File: config.mk
export PLATFORM = sky130hd
export DESIGN_NAME = alu_ctrl_exwb_flat
export DESIGN_NICKNAME = d
export VERILOG_FILES = /design/src/rtl/alu_ctrl_exwb_if.sv /design/src/rtl/alu_ctrl_exwb.sv /design/src/flat_wrapper.sv
export SDC_FILE = /design/constraint.sdc
export NUM_CORES = 1
export LEC_CHECK = 0
export ABC_CLOCK_PERIOD_IN_PS = 7100
export CORE_MARGIN = 5
export CORE_UTILIZATION = 25
export CTS_BUF_LIST = sky130_fd_sc_hd__clkbuf_8
export CTS_CLUSTER_SIZE = 25
export DETAILED_ROUTE_END_ITERATION = 16
export HOLD_SLACK_MARGIN = 0.02
export PLACE_DENSITY = 0.53
export SYNTH_ARGS = -nofsm -noshare
export SYNTH_HDL_FRONTEND = slang
export SYNTH_SLANG_ARGS = --single-unit
File: constraint.sdc
create_clock -name clk -period 7.1 [get_ports clk]
set_input_delay 1.42 -clock clk [delete_from_list [all_inputs] [get_ports clk]]
set_output_delay 1.42 -clock clk [all_outputs]
set_load 0.005 [all_outputs]
File: src/rtl/alu_ctrl_exwb_if.sv
// Bus bundle between the ID/EX buffer, the execute slice and the write-back stage.
// The slave modport is the execute slice; the master modport is its surroundings.
interface alu_ctrl_exwb_if #(
    parameter int DW = 32,
    parameter int RW = 6
);
    logic [3:0]    opcode;
    logic          RegWrt, MemToReg, PCtoReg, MemRead, MemWrt;
    logic          BranchNeg, BranchZero, Jump, JumpMem;
    logic [3:0]    ALUOp;

    logic          RegWrt_i, MemToReg_i, PCtoReg_i, BranchNeg_i, BranchZero_i, Jump_i, JumpMem_i;
    logic [3:0]    ALUOp_i;
    logic [DW-1:0] A, B;
    logic [DW-1:0] ALUout;
    logic          Z_flag, N_flag;
    logic [DW-1:0] Dmem_i, SEadd_i;
    logic [RW-1:0] Rd_i;

    logic          RegWrt_EXWB, MemToReg_EXWB, PCtoReg_EXWB, BranchNeg_EXWB;
    logic          BranchZero_EXWB, Jump_EXWB, JumpMem_EXWB;
    logic [DW-1:0] ALUout_EXWB, Dmemout_EXWB, SEadderout_EXWB;
    logic [RW-1:0] Rd_EXWB;
    logic          Z_EXWB, N_EXWB;

    modport master (
        output opcode,
        output RegWrt_i, MemToReg_i, PCtoReg_i, BranchNeg_i, BranchZero_i, Jump_i, JumpMem_i,
        output ALUOp_i, A, B, Dmem_i, SEadd_i, Rd_i,
        input  RegWrt, MemToReg, PCtoReg, MemRead, MemWrt, BranchNeg, BranchZero, Jump, JumpMem,
        input  ALUOp, ALUout, Z_flag, N_flag,
        input  RegWrt_EXWB, MemToReg_EXWB, PCtoReg_EXWB, BranchNeg_EXWB, BranchZero_EXWB,
        input  Jump_EXWB, JumpMem_EXWB, ALUout_EXWB, Dmemout_EXWB, SEadderout_EXWB,
        input  Rd_EXWB, Z_EXWB, N_EXWB
    );

    modport slave (
        input  opcode,
        input  RegWrt_i, MemToReg_i, PCtoReg_i, BranchNeg_i, BranchZero_i, Jump_i, JumpMem_i,
        input  ALUOp_i, A, B, Dmem_i, SEadd_i, Rd_i,
        output RegWrt, MemToReg, PCtoReg, MemRead, MemWrt, BranchNeg, BranchZero, Jump, JumpMem,
        output ALUOp, ALUout, Z_flag, N_flag,
        output RegWrt_EXWB, MemToReg_EXWB, PCtoReg_EXWB, BranchNeg_EXWB, BranchZero_EXWB,
        output Jump_EXWB, JumpMem_EXWB, ALUout_EXWB, Dmemout_EXWB, SEadderout_EXWB,
        output Rd_EXWB, Z_EXWB, N_EXWB
    );
endinterface

File: src/rtl/alu_ctrl_exwb.sv
// Execute-side CPU slice: ID-stage opcode decoder, EX-stage ALU and the EX/WB
// pipeline register with sticky Z/N flags consumed by later BRZ/BRN.
module alu_ctrl_exwb #(
    parameter int DW = 32,
    parameter int RW = 6
) (
    input logic               clk,
    input logic               rst_n,
    alu_ctrl_exwb_if.slave    bus
);
    localparam logic [3:0] OP_NOP  = 4'b0000;
    localparam logic [3:0] OP_ST   = 4'b0011;
    localparam logic [3:0] OP_ADD  = 4'b0100;
    localparam logic [3:0] OP_INC  = 4'b0101;
    localparam logic [3:0] OP_NEG  = 4'b0110;
    localparam logic [3:0] OP_SUB  = 4'b0111;
    localparam logic [3:0] OP_J    = 4'b1000;
    localparam logic [3:0] OP_BRZ  = 4'b1001;
    localparam logic [3:0] OP_JM   = 4'b1010;
    localparam logic [3:0] OP_BRN  = 4'b1011;
    localparam logic [3:0] OP_LD   = 4'b1110;
    localparam logic [3:0] OP_SVPC = 4'b1111;

    localparam logic [DW-1:0] ONE_W  = {{(DW-1){1'b0}}, 1'b1};
    localparam logic [DW-1:0] ZERO_W = {DW{1'b0}};

    // Control vector order: RegWrt MemToReg PCtoReg MemRead MemWrt BranchNeg BranchZero Jump JumpMem
    logic [8:0]    ctrl_s;
    logic [3:0]    alu_op_s;
    logic [DW-1:0] alu_s;
    logic          z_s, n_s, flag_ld_s;

    logic [6:0]    ctrl_d, ctrl_q;
    logic [DW-1:0] alu_out_d, alu_out_q, dmem_d, dmem_q, seadd_d, seadd_q;
    logic [RW-1:0] rd_d, rd_q;
    logic          z_d, z_q, n_d, n_q;

    // Opcode decoder (ID stage)
    always_comb begin
        ctrl_s   = 9'b0_0000_0000;
        alu_op_s = OP_NOP;
        case (bus.opcode)
            OP_SVPC: ctrl_s = 9'b1_0100_0000;
            OP_LD:   ctrl_s = 9'b1_1010_0000;
            OP_ST:   ctrl_s = 9'b0_0001_0000;
            OP_ADD, OP_INC, OP_NEG, OP_SUB: begin
                ctrl_s   = 9'b1_0000_0000;
                alu_op_s = bus.opcode;
            end
            OP_J:    ctrl_s = 9'b0_0000_0010;
            OP_BRZ:  ctrl_s = 9'b0_0000_0100;
            OP_BRN:  ctrl_s = 9'b0_0000_1000;
            OP_JM:   ctrl_s = 9'b0_0010_0001;
            default: ctrl_s = 9'b0_0000_0000;
        endcase
    end

    assign {bus.RegWrt, bus.MemToReg, bus.PCtoReg, bus.MemRead, bus.MemWrt,
            bus.BranchNeg, bus.BranchZero, bus.Jump, bus.JumpMem} = ctrl_s;
    assign bus.ALUOp = alu_op_s;

    // ALU (EX stage); every non-arithmetic operation passes A through
    always_comb begin
        alu_s = bus.A;
        case (bus.ALUOp_i)
            OP_ADD:  alu_s = bus.A + bus.B;
            OP_INC:  alu_s = bus.A + ONE_W;
            OP_NEG:  alu_s = ~bus.A + ONE_W;
            OP_SUB:  alu_s = bus.A - bus.B;
            default: alu_s = bus.A;
        endcase
    end

    assign z_s         = (alu_s == ZERO_W);
    assign n_s         = alu_s[DW-1];
    assign bus.ALUout  = alu_s;
    assign bus.Z_flag  = z_s;
    assign bus.N_flag  = n_s;

    // Next-state for the EX/WB register; flags only follow arithmetic results
    always_comb begin
        flag_ld_s = (bus.ALUOp_i == OP_ADD) || (bus.ALUOp_i == OP_INC) ||
                    (bus.ALUOp_i == OP_NEG) || (bus.ALUOp_i == OP_SUB);
        ctrl_d    = {bus.RegWrt_i, bus.MemToReg_i, bus.PCtoReg_i, bus.BranchNeg_i,
                     bus.BranchZero_i, bus.Jump_i, bus.JumpMem_i};
        alu_out_d = alu_s;
        dmem_d    = bus.Dmem_i;
        seadd_d   = bus.SEadd_i;
        rd_d      = bus.Rd_i;
        if (flag_ld_s) begin
            z_d = z_s;
            n_d = n_s;
        end else begin
            z_d = z_q;
            n_d = n_q;
        end
    end

    // EX/WB register; reset yields a bubble (no write, no jump)
    always_ff @(posedge clk or negedge rst_n) begin
        if (!rst_n) begin
            ctrl_q    <= 7'b000_0000;
            alu_out_q <= ZERO_W;
            dmem_q    <= ZERO_W;
            seadd_q   <= ZERO_W;
            rd_q      <= {RW{1'b0}};
            z_q       <= 1'b0;
            n_q       <= 1'b0;
        end else begin
            ctrl_q    <= ctrl_d;
            alu_out_q <= alu_out_d;
            dmem_q    <= dmem_d;
            seadd_q   <= seadd_d;
            rd_q      <= rd_d;
            z_q       <= z_d;
            n_q       <= n_d;
        end
    end

    assign {bus.RegWrt_EXWB, bus.MemToReg_EXWB, bus.PCtoReg_EXWB, bus.BranchNeg_EXWB,
            bus.BranchZero_EXWB, bus.Jump_EXWB, bus.JumpMem_EXWB} = ctrl_q;
    assign bus.ALUout_EXWB     = alu_out_q;
    assign bus.Dmemout_EXWB    = dmem_q;
    assign bus.SEadderout_EXWB = seadd_q;
    assign bus.Rd_EXWB         = rd_q;
    assign bus.Z_EXWB          = z_q;
    assign bus.N_EXWB          = n_q;
endmodule

File: src/flat_wrapper.sv
// flat-port wrapper written by rule: the top's interface ports become plain ports
module alu_ctrl_exwb_flat 
#(
    parameter int DW = 32,
    parameter int RW = 6
)
  (clk, rst_n, bus_opcode, bus_RegWrt_i, bus_MemToReg_i, bus_PCtoReg_i, bus_BranchNeg_i, bus_BranchZero_i, bus_Jump_i, bus_JumpMem_i, bus_ALUOp_i, bus_A, bus_B, bus_Dmem_i, bus_SEadd_i, bus_Rd_i, bus_RegWrt, bus_MemToReg, bus_PCtoReg, bus_MemRead, bus_MemWrt, bus_BranchNeg, bus_BranchZero, bus_Jump, bus_JumpMem, bus_ALUOp, bus_ALUout, bus_Z_flag, bus_N_flag, bus_RegWrt_EXWB, bus_MemToReg_EXWB, bus_PCtoReg_EXWB, bus_BranchNeg_EXWB, bus_BranchZero_EXWB, bus_Jump_EXWB, bus_JumpMem_EXWB, bus_ALUout_EXWB, bus_Dmemout_EXWB, bus_SEadderout_EXWB, bus_Rd_EXWB, bus_Z_EXWB, bus_N_EXWB);
  alu_ctrl_exwb_if #(.DW(DW), .RW(RW)) bus_i ();
  input logic clk;
  input logic rst_n;
  input wire logic [$bits(bus_i.opcode)-1:0] bus_opcode;
  input wire logic [$bits(bus_i.RegWrt_i)-1:0] bus_RegWrt_i;
  input wire logic [$bits(bus_i.MemToReg_i)-1:0] bus_MemToReg_i;
  input wire logic [$bits(bus_i.PCtoReg_i)-1:0] bus_PCtoReg_i;
  input wire logic [$bits(bus_i.BranchNeg_i)-1:0] bus_BranchNeg_i;
  input wire logic [$bits(bus_i.BranchZero_i)-1:0] bus_BranchZero_i;
  input wire logic [$bits(bus_i.Jump_i)-1:0] bus_Jump_i;
  input wire logic [$bits(bus_i.JumpMem_i)-1:0] bus_JumpMem_i;
  input wire logic [$bits(bus_i.ALUOp_i)-1:0] bus_ALUOp_i;
  input wire logic [$bits(bus_i.A)-1:0] bus_A;
  input wire logic [$bits(bus_i.B)-1:0] bus_B;
  input wire logic [$bits(bus_i.Dmem_i)-1:0] bus_Dmem_i;
  input wire logic [$bits(bus_i.SEadd_i)-1:0] bus_SEadd_i;
  input wire logic [$bits(bus_i.Rd_i)-1:0] bus_Rd_i;
  output wire logic [$bits(bus_i.RegWrt)-1:0] bus_RegWrt;
  output wire logic [$bits(bus_i.MemToReg)-1:0] bus_MemToReg;
  output wire logic [$bits(bus_i.PCtoReg)-1:0] bus_PCtoReg;
  output wire logic [$bits(bus_i.MemRead)-1:0] bus_MemRead;
  output wire logic [$bits(bus_i.MemWrt)-1:0] bus_MemWrt;
  output wire logic [$bits(bus_i.BranchNeg)-1:0] bus_BranchNeg;
  output wire logic [$bits(bus_i.BranchZero)-1:0] bus_BranchZero;
  output wire logic [$bits(bus_i.Jump)-1:0] bus_Jump;
  output wire logic [$bits(bus_i.JumpMem)-1:0] bus_JumpMem;
  output wire logic [$bits(bus_i.ALUOp)-1:0] bus_ALUOp;
  output wire logic [$bits(bus_i.ALUout)-1:0] bus_ALUout;
  output wire logic [$bits(bus_i.Z_flag)-1:0] bus_Z_flag;
  output wire logic [$bits(bus_i.N_flag)-1:0] bus_N_flag;
  output wire logic [$bits(bus_i.RegWrt_EXWB)-1:0] bus_RegWrt_EXWB;
  output wire logic [$bits(bus_i.MemToReg_EXWB)-1:0] bus_MemToReg_EXWB;
  output wire logic [$bits(bus_i.PCtoReg_EXWB)-1:0] bus_PCtoReg_EXWB;
  output wire logic [$bits(bus_i.BranchNeg_EXWB)-1:0] bus_BranchNeg_EXWB;
  output wire logic [$bits(bus_i.BranchZero_EXWB)-1:0] bus_BranchZero_EXWB;
  output wire logic [$bits(bus_i.Jump_EXWB)-1:0] bus_Jump_EXWB;
  output wire logic [$bits(bus_i.JumpMem_EXWB)-1:0] bus_JumpMem_EXWB;
  output wire logic [$bits(bus_i.ALUout_EXWB)-1:0] bus_ALUout_EXWB;
  output wire logic [$bits(bus_i.Dmemout_EXWB)-1:0] bus_Dmemout_EXWB;
  output wire logic [$bits(bus_i.SEadderout_EXWB)-1:0] bus_SEadderout_EXWB;
  output wire logic [$bits(bus_i.Rd_EXWB)-1:0] bus_Rd_EXWB;
  output wire logic [$bits(bus_i.Z_EXWB)-1:0] bus_Z_EXWB;
  output wire logic [$bits(bus_i.N_EXWB)-1:0] bus_N_EXWB;
  assign bus_i.opcode = bus_opcode;
  assign bus_i.RegWrt_i = bus_RegWrt_i;
  assign bus_i.MemToReg_i = bus_MemToReg_i;
  assign bus_i.PCtoReg_i = bus_PCtoReg_i;
  assign bus_i.BranchNeg_i = bus_BranchNeg_i;
  assign bus_i.BranchZero_i = bus_BranchZero_i;
  assign bus_i.Jump_i = bus_Jump_i;
  assign bus_i.JumpMem_i = bus_JumpMem_i;
  assign bus_i.ALUOp_i = bus_ALUOp_i;
  assign bus_i.A = bus_A;
  assign bus_i.B = bus_B;
  assign bus_i.Dmem_i = bus_Dmem_i;
  assign bus_i.SEadd_i = bus_SEadd_i;
  assign bus_i.Rd_i = bus_Rd_i;
  assign bus_RegWrt = bus_i.RegWrt;
  assign bus_MemToReg = bus_i.MemToReg;
  assign bus_PCtoReg = bus_i.PCtoReg;
  assign bus_MemRead = bus_i.MemRead;
  assign bus_MemWrt = bus_i.MemWrt;
  assign bus_BranchNeg = bus_i.BranchNeg;
  assign bus_BranchZero = bus_i.BranchZero;
  assign bus_Jump = bus_i.Jump;
  assign bus_JumpMem = bus_i.JumpMem;
  assign bus_ALUOp = bus_i.ALUOp;
  assign bus_ALUout = bus_i.ALUout;
  assign bus_Z_flag = bus_i.Z_flag;
  assign bus_N_flag = bus_i.N_flag;
  assign bus_RegWrt_EXWB = bus_i.RegWrt_EXWB;
  assign bus_MemToReg_EXWB = bus_i.MemToReg_EXWB;
  assign bus_PCtoReg_EXWB = bus_i.PCtoReg_EXWB;
  assign bus_BranchNeg_EXWB = bus_i.BranchNeg_EXWB;
  assign bus_BranchZero_EXWB = bus_i.BranchZero_EXWB;
  assign bus_Jump_EXWB = bus_i.Jump_EXWB;
  assign bus_JumpMem_EXWB = bus_i.JumpMem_EXWB;
  assign bus_ALUout_EXWB = bus_i.ALUout_EXWB;
  assign bus_Dmemout_EXWB = bus_i.Dmemout_EXWB;
  assign bus_SEadderout_EXWB = bus_i.SEadderout_EXWB;
  assign bus_Rd_EXWB = bus_i.Rd_EXWB;
  assign bus_Z_EXWB = bus_i.Z_EXWB;
  assign bus_N_EXWB = bus_i.N_EXWB;
  alu_ctrl_exwb #(.DW(DW), .RW(RW)) u_core (.clk(clk), .rst_n(rst_n), .bus(bus_i));
endmodule
**Run 1: signal wires on met4**

Drawn at 2 px/um.
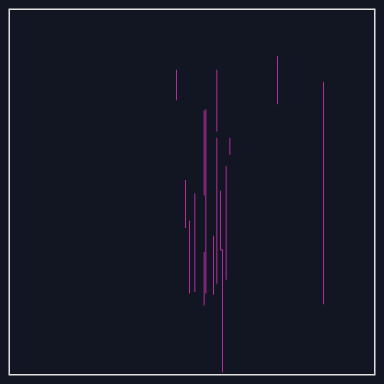
nets with wire on the layer	14
longest straight run	111 um
wire length on this layer	707 um
main direction	vertical
total number of vias: 9002
drt total wl: 32940 um

**Run 1: clock wires, drivers and flops**

Drawn at 3 px/um.
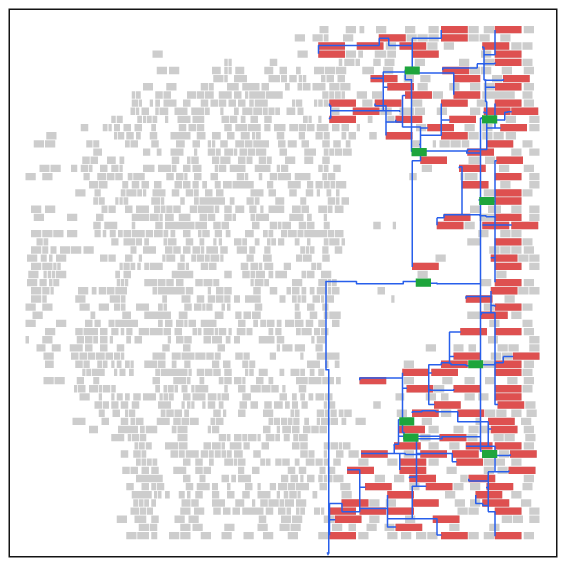
[blue] clock wires | length: 1270 um
[red] flip-flops | count: 111
[green] clock drivers | count: 9
routed clock nets	10
flops lie	a vertical strip on the right
clock skew: 0 ps
Clk power: 386 uW

**Run 1: routing congestion**

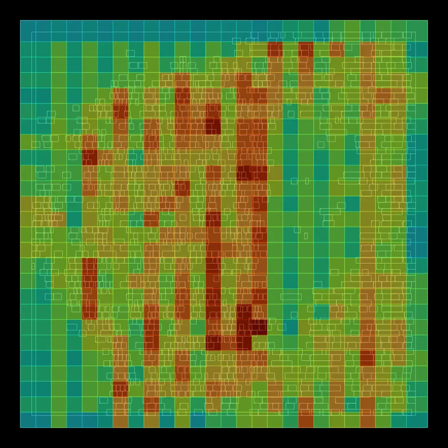
Final Core Density: 0.4594
met1 Usage GRT: 0.2537
Wirelength per Cell: 18.26 um
Total GRT Usage: 0.1880

**Run 1: power grid**

Drawn at 2 px/um. Pins as bars on the die edge.
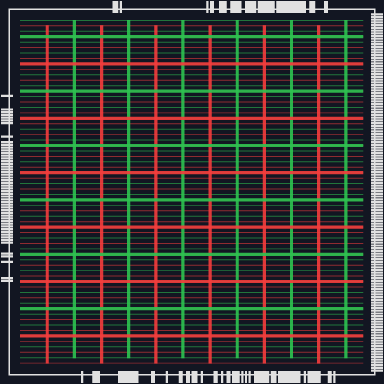
color	net
green	VDD
red	VSS
signal pins	309
rows	63
met5 straps	12
met1 rails	64
met4 straps	12
Vert. Die Dim: 182 um
VDD IR max: 80.44 uV

## run 1: cells in the final DEF (no fill, tap or decap), types with 6 or more instances in the layout
cell and instances:
clkdlybuf4s50_1 283, buf_4 269, dfrtp_1 111, nand2_1 82, a21oi_1 76, nor2_1 55
nor3_1 35, o21ai_0 32, ha_1 29, o22ai_1 20, nand3_1 20, inv_1 18
o21ai_1 17, nor4_1 14, a21oi_2 14, nand4_1 12, a31oi_1 11, nor3_2 11
o21a_1 11, clkbuf_8 11, nand2b_1 10, o211ai_1 10, or3_1 9, a21o_1 8
a211oi_1 8, buf_6 8, and2_1 7, o21ai_2 7, and3_1 7, or4_1 6
nor4_2 6, nor3b_1 6, nand2_2 6, a211o_1 6, dlygate4sd2_1 6
==> results.sh, run 1 <==
# implementation run metrics
export IMPL_outcome="complete, but fails checks"
export IMPL_violations="setup timing"
export IMPL_timing_reg2reg_setup_slack_ps=6430
export IMPL_cp_endpoint="bus_Z_flag"
export IMPL_postSynthCellCount=864
export IMPL_crit_path_end_kind="primary output"
export IMPL_dr_wl_met2_um=15310
export IMPL_clkbuf_count=11
export IMPL_buffers=579
export IMPL_drive_above_1_share=0.2992
export IMPL_clockRootBuffer="clkbuf_8"
export IMPL_cp_max_fo=3
export IMPL_path_class="primary input to primary output"
export IMPL_drv_cap=0
export IMPL_cts_tree="built"
export IMPL_ys_seq_frac=0.3756
export IMPL_p_leak_uw=0.005610
export IMPL_clock_latency_ps=370
export IMPL_comb_area_um2=4833
export IMPL_required_ps=5680
export IMPL_die_w_um=182
export IMPL_clk_path_buf_depth=2
export IMPL_muxShareOfSynthArea=0.004060
export IMPL_hold_depth=2
export IMPL_powerComb_uw=851
export IMPL_cp_start_kind="primary input"
export IMPL_grt_max_degree=71
export IMPL_postCtsSetupBuffers=11
export IMPL_wl_met1_um=14640
export IMPL_ys_warn_count=0
export IMPL_clk_pin_slew_ps=100
export IMPL_instances_no_fill=1804
export IMPL_gp_routability_congestion=0.8871
export IMPL_clk_share=0.01510
export IMPL_dp_hpwl_um=27020
export IMPL_relSlewSlack=0.4279
export IMPL_placementRows=63
export IMPL_place_inst=1769
export IMPL_top_cell_area_share=0.3756
export IMPL_clock_power_share=0.201
export IMPL_nNetsFinal=1595
export IMPL_ctsHtreeMaxLevel=3
export IMPL_seq_share=0.2056
export IMPL_setup_viol=4
export IMPL_ys_types=85
export IMPL_top_layer="met4"
export IMPL_cts_sinks=111
export IMPL_grt_pass1_vias=8876
export IMPL_min_from="u_core.bus.Z_EXWB"
export IMPL_ys_async_sr_fraction=1.000
export IMPL_path_delay_family="simple AND/OR/NAND/NOR gates"
export IMPL_grt_met2_usage=0.3089
export IMPL_setup_ws_ps=-398.4
export IMPL_io_pin_count=309
export IMPL_fin_crit_ps=7498
export IMPL_ff_count=111
export IMPL_drtIter0Drc=752
export IMPL_numSynthFlops=111
export IMPL_cell_internal_pwr_uw=1317
export IMPL_mappedNetlistArea_um2=7396
==> inputs of run 2 (changes only) <==
--- a/config.mk
+++ b/config.mk
@@ -5,14 +5,15 @@
 export SDC_FILE = /design/constraint.sdc
 export NUM_CORES = 1
 export LEC_CHECK = 0
-export ABC_CLOCK_PERIOD_IN_PS = 7100
-export CORE_MARGIN = 5
+export ABC_CLOCK_PERIOD_IN_PS = 7300
+export CAP_MARGIN = 20
+export CORE_MARGIN = 8
 export CORE_UTILIZATION = 25
 export CTS_BUF_LIST = sky130_fd_sc_hd__clkbuf_8
 export CTS_CLUSTER_SIZE = 25
 export DETAILED_ROUTE_END_ITERATION = 16
 export HOLD_SLACK_MARGIN = 0.02
-export PLACE_DENSITY = 0.53
+export PLACE_DENSITY = 0.51
 export SYNTH_ARGS = -nofsm -noshare
 export SYNTH_HDL_FRONTEND = slang
 export SYNTH_SLANG_ARGS = --single-unit
==> constraint.sdc (replaced) <==
create_clock -name clk -period 7.3 [get_ports clk]
set_input_delay 1.46 -clock clk [delete_from_list [all_inputs] [get_ports clk]]
set_output_delay 1.46 -clock clk [all_outputs]
set_load 0.005 [all_outputs]
==> run 2 against run 1 <==
Effect of this change:
- global-route usage fell by 0.78 points
- the run still ends with setup timing left
- highest routed layer unchanged
- sequential power fell by 3%
- sequential cell count is the same
==> results.sh, run 2 <==
# implementation run metrics
export IMPL_cts_tree="built"
export IMPL_numSynthFlops=111
export IMPL_grt_overflow_total=0
export IMPL_fillers=2855
export IMPL_wirelength_um=33160
export IMPL_nNetsFinal=1595
export IMPL_ys_top_cells_by_count="dfrtp_1, a21oi_1, nand2_1, nor2_1, o21ai_0"
export IMPL_ctsHtreeMaxLevel=3
export IMPL_comb_area_um2=4805
export IMPL_placementRows=63
export IMPL_reg2regPathDepth=1
export IMPL_vias=8893
export IMPL_mappedNetlistArea_um2=7396
export IMPL_p_leak_uw=0.005657
export IMPL_synthFlopType="dfrtp_1"
export IMPL_antenna_found_initial=0
export IMPL_numCtsBuffers=9
export IMPL_cp_slowest_stage_delay_ps=490
export IMPL_synthTopCellsByArea="dfrtp_1, a21oi_1, ha_1, nand2_1, o21ai_0"
export IMPL_cp_endpoint="bus_Z_flag"
export IMPL_path_cells="buf_8 > inv_6 > ha_4 > nor3b_4 > nor3b_4 > nand3b_1 > nor4_4 > nand2_2 > or4_4 > o211ai_1 > o21ai_1 > ha_1 > nand2_2 > nor2_1 > a2111oi_2 > nand3b_1 > nand4b_4 > nor4b_4 > or4b_4 > or4_4 > nor3_2 > buf_2"
export IMPL_finalHoldViolCount=0
export IMPL_ctsHoldBuffers=0
export IMPL_dieHeight_um=188
export IMPL_clk_path_buf_depth=2
export IMPL_io_pin_count=309
export IMPL_ys_types=85
export IMPL_required_ps=5840
export IMPL_top_cell_area_share=0.3756
export IMPL_drive_above_1_share=0.2898
export IMPL_muxShareOfSynthArea=0.004060
export IMPL_ys_seq_frac=0.3756
export IMPL_grt_first_pass_wirelength_um=50960
export IMPL_post_synth_top_count_cell="dfrtp_1"
export IMPL_grt_max_degree=86
export IMPL_cts_sinks=111
export IMPL_mostFrequentLayoutCell="clkdlybuf4s50_1"
export IMPL_postCtsSetupBuffers=11
export IMPL_drc=0
export IMPL_violations="setup timing"
export IMPL_grt_pass1_vias=8943
export IMPL_path_class="primary input to primary output"
export IMPL_p_total_uw=1896
export IMPL_whs_endpoint="u_core.bus.N_EXWB"
export IMPL_ys_async_sr_fraction=1.000
export IMPL_cpMaxStageDelayCell="or4b_4"
export IMPL_logic_family="AND-OR/OR-AND gates"
export IMPL_gp_routability_congestion=0.8766
export IMPL_clockRootBuffer="clkbuf_8"
export IMPL_fin_crit_ps=7521
export IMPL_clock_skew_ps=0
export IMPL_finalCritPeriodShare=1.030
export IMPL_die_w_um=188
export IMPL_grt_usage=0.1802
export IMPL_first_pass_iters=5
export IMPL_aoi_share=0.2583
export IMPL_num_antenna_cells=0
export IMPL_max_freq_ghz=0.1330
export IMPL_dp_hpwl_um=27690
export IMPL_min_from="u_core.bus.N_EXWB"
export IMPL_r2r_start="u_core.bus.N_EXWB"
export IMPL_vdd_drop_max_uv=74.33
export IMPL_cp_max_fo=4
export IMPL_instances_no_fill=1805
export IMPL_setup_viol=1
export IMPL_place_inst=1763
export IMPL_syn_num_nets=1049
export IMPL_wl_per_cell_um=18.37
export IMPL_mostFrequentLayoutCells="clkdlybuf4s50_1, buf_4, dfrtp_1, nand2_1, a21oi_1"
export IMPL_rsz0062_at_grt="yes"
export IMPL_io_buffers=307
export IMPL_final_design_area_no_fill_um2=13560
export IMPL_ys_warn_count=0
export IMPL_cp_start_kind="primary input"
export IMPL_setup_tns_ps=-221.1
export IMPL_dieArea_um2=35340
export IMPL_hold_ws_ps=511.9
export IMPL_outcome="complete, but fails checks"
export IMPL_cp_arrival_ps=6060
export IMPL_hold_depth=1
export IMPL_relSlewSlack=0.6005
export IMPL_clk_pin_slew_ps=100
export IMPL_timing_reg2reg_setup_slack_ps=6630
export IMPL_postSynthCellCount=864
export IMPL_drv_cap=0
export IMPL_setup_ws_ps=-221.1
export IMPL_drtIter0Drc=700
export IMPL_crit_path_end_kind="primary output"
==> run 2: critical path: cells and delay by family <==
kind | cells | cell delay [ps]
AND-OR/OR-AND | 3 | 600
adder cells (fa/ha/maj) | 2 | 470
AND/OR/NAND/NOR | 14 | 3220
buffers and inverters | 3 | 290
==> run 2: power by group <==
part           internal, uW  total (uW)  switching [uW]
Clock                   198         400             202
Combinational           451         829             378
Sequential              656         667            11.1
Total                  1310        1900             591
==> run 2: layer usage <==
metal  wire (um)  GRT usage
met5           0          0
met4         642    0.05091
met1       14970     0.2323
met2       15490     0.2987
met3        2056    0.03919
==> run 2: area by class of cell <==
cell class	instances	share of cell area
clock inverters	3	0.003507
well taps	390	0.03599
inverters	23	0.006922
clock buffers	13	0.01320
repair buffers	579	0.3811
multi-input cells	686	0.3544
flip-flops and latches	111	0.2049
**Run 2: cell density map**

Drawn at 1.5 px/um. The die is cut into 19 by 19 equal tiles; white is low, dark blue is high, 0 to 100% covered.
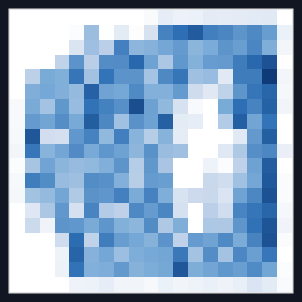
nearly empty tiles	17%
mean over tiles	37%
fullest tile	96%
Core Util at FP: 0.2515
core box area: 29400 um2
Final Core Density: 0.4611

**Run 2: clock wires, drivers and flops**

Drawn at 3 px/um.
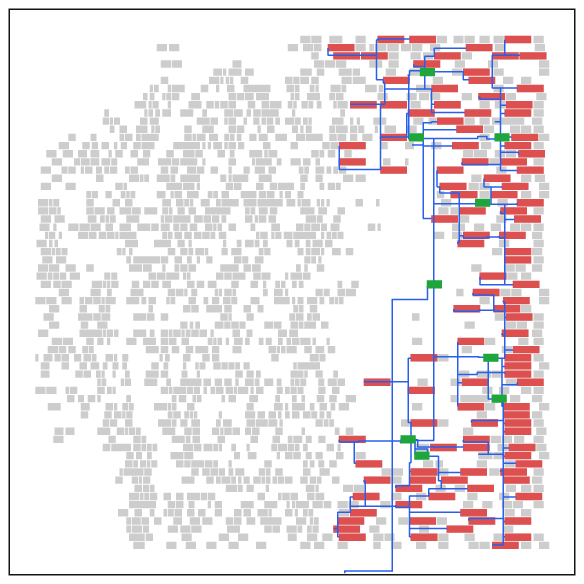
[red] flip-flops | count: 111
[green] clock drivers | count: 9
[blue] clock wires | length: 1350 um
routed clock nets	10
Late-Pin Clk Latency: 360 ps
Clk pwr share: 0.211
Clk power: 400 uW

==> inputs of run 3 (changes only) <==
--- a/config.mk
+++ b/config.mk
@@ -7,11 +7,13 @@
 export LEC_CHECK = 0
 export ABC_CLOCK_PERIOD_IN_PS = 7300
 export CAP_MARGIN = 20
+export CORE_ASPECT_RATIO = 1.1
 export CORE_MARGIN = 8
 export CORE_UTILIZATION = 25
-export CTS_BUF_LIST = sky130_fd_sc_hd__clkbuf_8
+export CTS_BUF_LIST = sky130_fd_sc_hd__clkbuf_16
 export CTS_CLUSTER_SIZE = 25
 export DETAILED_ROUTE_END_ITERATION = 16
+export GPL_ROUTABILITY_DRIVEN = 0
 export HOLD_SLACK_MARGIN = 0.02
 export PLACE_DENSITY = 0.51
 export SYNTH_ARGS = -nofsm -noshare
==> run 3 against run 2 <==
Effect of this change:
- the flow still finishes with violations (setup timing)
- critical path depth unchanged
- synthesized cell count unchanged
- core utilization down 0.27 points
- critical endpoint unchanged
- largest cell class unchanged
- count of clock-buffer cells in the layout down 4
- via count up 2.2%
- wire length up 2.4%
- highest routed layer unchanged
- total power up 7.1%
- combinational power up 2%
- sequential cell count unchanged
==> results.sh, run 3 <==
# implementation run metrics
export IMPL_clock_latency_ps=340
export IMPL_clk_share=0.02384
export IMPL_outcome="complete, but fails checks"
export IMPL_max_freq_ghz=0.1323
export IMPL_fin_crit_ps=7559
export IMPL_muxShareOfSynthArea=0.004060
export IMPL_clkbuf_count=9
export IMPL_numSynthFlops=111
export IMPL_buffers=579
export IMPL_buf_share=0.3809
export IMPL_io_buffers=307
export IMPL_ys_seq_frac=0.3756
export IMPL_path_delay_family="simple AND/OR/NAND/NOR gates"
export IMPL_drv_cap=0
export IMPL_grt_met2_usage=0.3196
export IMPL_rsz0062_at_grt="yes"
export IMPL_setup_tns_ps=-624.5
export IMPL_finalCritPeriodShare=1.035
export IMPL_wl_met1_um=14650
export IMPL_ys_top_cells_by_count="dfrtp_1, a21oi_1, nand2_1, nor2_1, o21ai_0"
export IMPL_grt_overflow_total=0
export IMPL_setup_viol=3
export IMPL_setup_ws_ps=-259.1
export IMPL_dieArea_um2=35350
export IMPL_hold_ws_ps=493.4
export IMPL_cts_sinks=111
export IMPL_gr_usage_met3=0.03867
export IMPL_busiest_layer="met2"
export IMPL_violations="setup timing"
export IMPL_pg_seq_uw=668
export IMPL_drive_above_1_share=0.2770
export IMPL_mostFrequentLayoutCell="clkdlybuf4s50_1"
export IMPL_clk_pin_slew_ps=70
export IMPL_num_antenna_cells=1
export IMPL_dp_hpwl_um=28060
export IMPL_synthTopCellsByArea="dfrtp_1, a21oi_1, ha_1, nand2_1, o21ai_0"
export IMPL_grt_max_degree=76
export IMPL_mostFrequentLayoutCells="clkdlybuf4s50_1, buf_4, dfrtp_1, nand2_1, a21oi_1"
export IMPL_clock_power_uw=519
export IMPL_postCtsSetupBuffers=26
export IMPL_cpMaxStageDelayCell="or4_4"
export IMPL_aoi_share=0.2583
export IMPL_p_sw_frac=0.3005
export IMPL_p_leak_uw=0.005601
export IMPL_clock_skew_ps=0
export IMPL_drtIter0Drc=740
export IMPL_required_ps=5840
export IMPL_p_comb_frac=0.415
export IMPL_cp_arrival_ps=6100
export IMPL_path_cells="buf_8 > inv_6 > ha_4 > nor3b_4 > nor3b_4 > nand3b_1 > nor4_4 > nand2_2 > or4_4 > o211ai_1 > o21ai_1 > ha_1 > buf_4 > nand2_1 > or3_1 > a211o_1 > a21oi_2 > a31o_2 > o2111ai_1 > or4_4 > nor3_2 > buf_2"
export IMPL_ys_async_sr_fraction=1.000
export IMPL_cp_max_fo=6
export IMPL_ys_warn_count=0
export IMPL_ff_count=111
export IMPL_io_pin_count=309
export IMPL_wl_per_cell_um=18.97
export IMPL_fillers=2868
export IMPL_use_met1=0.2295
export IMPL_clockRootBuffer="clkbuf_16"
export IMPL_power_leader="combinational logic"
export IMPL_cts_tree="built"
export IMPL_vdd_drop_max_uv=135.1
export IMPL_grt_usage=0.1840
export IMPL_cp_start_kind="primary input"
export IMPL_syn_num_nets=1049
export IMPL_clock_power_share=0.256
export IMPL_largest_class="non-clock buffers"
export IMPL_reg2regPathDepth=1
export IMPL_post_synth_top_count_cell="dfrtp_1"
export IMPL_top_cell_area_share=0.3756
export IMPL_grt_first_pass_wirelength_um=51950
export IMPL_antenna_found_initial=1
export IMPL_logic_family="AND-OR/OR-AND gates"
export IMPL_cp_slowest_stage_delay_ps=560
export IMPL_cell_internal_pwr_uw=1420
export IMPL_p_seq_frac=0.329
export IMPL_ctsHtreeMaxLevel=3
export IMPL_relSlewSlack=0.3787
export IMPL_mappedNetlistArea_um2=7396
export IMPL_nNetsFinal=1595
export IMPL_logic_gates=686
export IMPL_synthFlopType="dfrtp_1"
export IMPL_dr_wl_met2_um=16100
export IMPL_drc=0
export IMPL_ys_types=85
export IMPL_switching_power_uw=610.1
export IMPL_inv_count=23
export IMPL_crit_cells=22
export IMPL_final_design_area_no_fill_um2=13440
export IMPL_postSynthCellCount=864
export IMPL_numCtsBuffers=9
export IMPL_powerComb_uw=843
export IMPL_die_w_um=180.0
export IMPL_seq_share=0.2067
export IMPL_hold_depth=2
export IMPL_antenna_left=0
export IMPL_top_layer="met4"
export IMPL_dieHeight_um=196.4
export IMPL_comb_area_um2=4656
export IMPL_finalHoldViolCount=0
export IMPL_cp_num_buf_inv=4
export IMPL_comb_share=0.3465
export IMPL_crit_path_end_kind="primary output"
export IMPL_ctsHoldBuffers=0
==> run 3: cell counts after synthesis <==
No cell type changed its count.
==> run 3: stage by stage <==
step | cells | total power (uW)
3_3_place_gp | 1742 | 1439
4_1_cts | 1784 | 2026
6_report | 1790 | 2030
3_5_place_dp | 1742 | 1443
2_1_floorplan | 864 | 946.4
5_1_grt | 1790 | 2148
==> run 3: final timing paths <==
path / from / endpoint / slack (ps)
max in group asynchronous: rst_n / u_core.bus.SEadderout_EXWB[29] / 4930
min in group asynchronous: rst_n / u_core.bus.ALUout_EXWB[2] / 1060
max reg2reg: u_core.bus.N_EXWB / u_core.bus.N_EXWB / 6640
min: u_core.bus.Z_EXWB / u_core.bus.Z_EXWB / 490
max: bus_B[1] / bus_Z_flag / -260
min reg2reg: u_core.bus.Z_EXWB / u_core.bus.Z_EXWB / 490
**Run 3: signal wires on met4**

Drawn at 2 px/um.
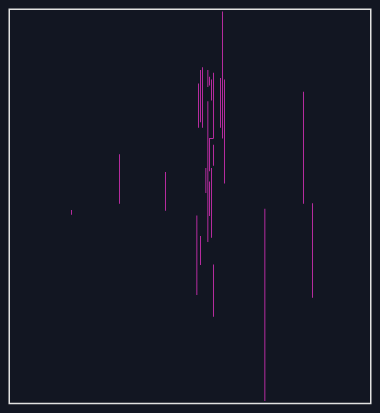
share of all routed wire	2.2%
wire length on this layer	758 um
longest straight run	95.9 um
total number of vias: 9091
drt total wl: 33960 um

**Run 3: cell density map**

Drawn at 1.5 px/um. The die is cut into 18 by 20 equal tiles; white is low, dark blue is high, 0 to 100% covered.
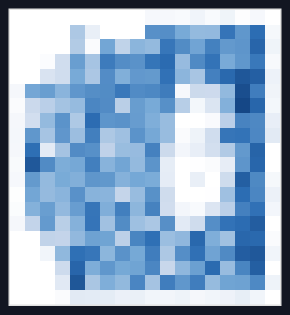
emptiest ninth of the die	north-west
fullest tile	91%
tiles over 75% full	7.2%
Core Util at FP: 0.2523
core box area: 29320 um2
Final Core Density: 0.4583

No activity file was given, so power comes from the tool's default toggle rates.
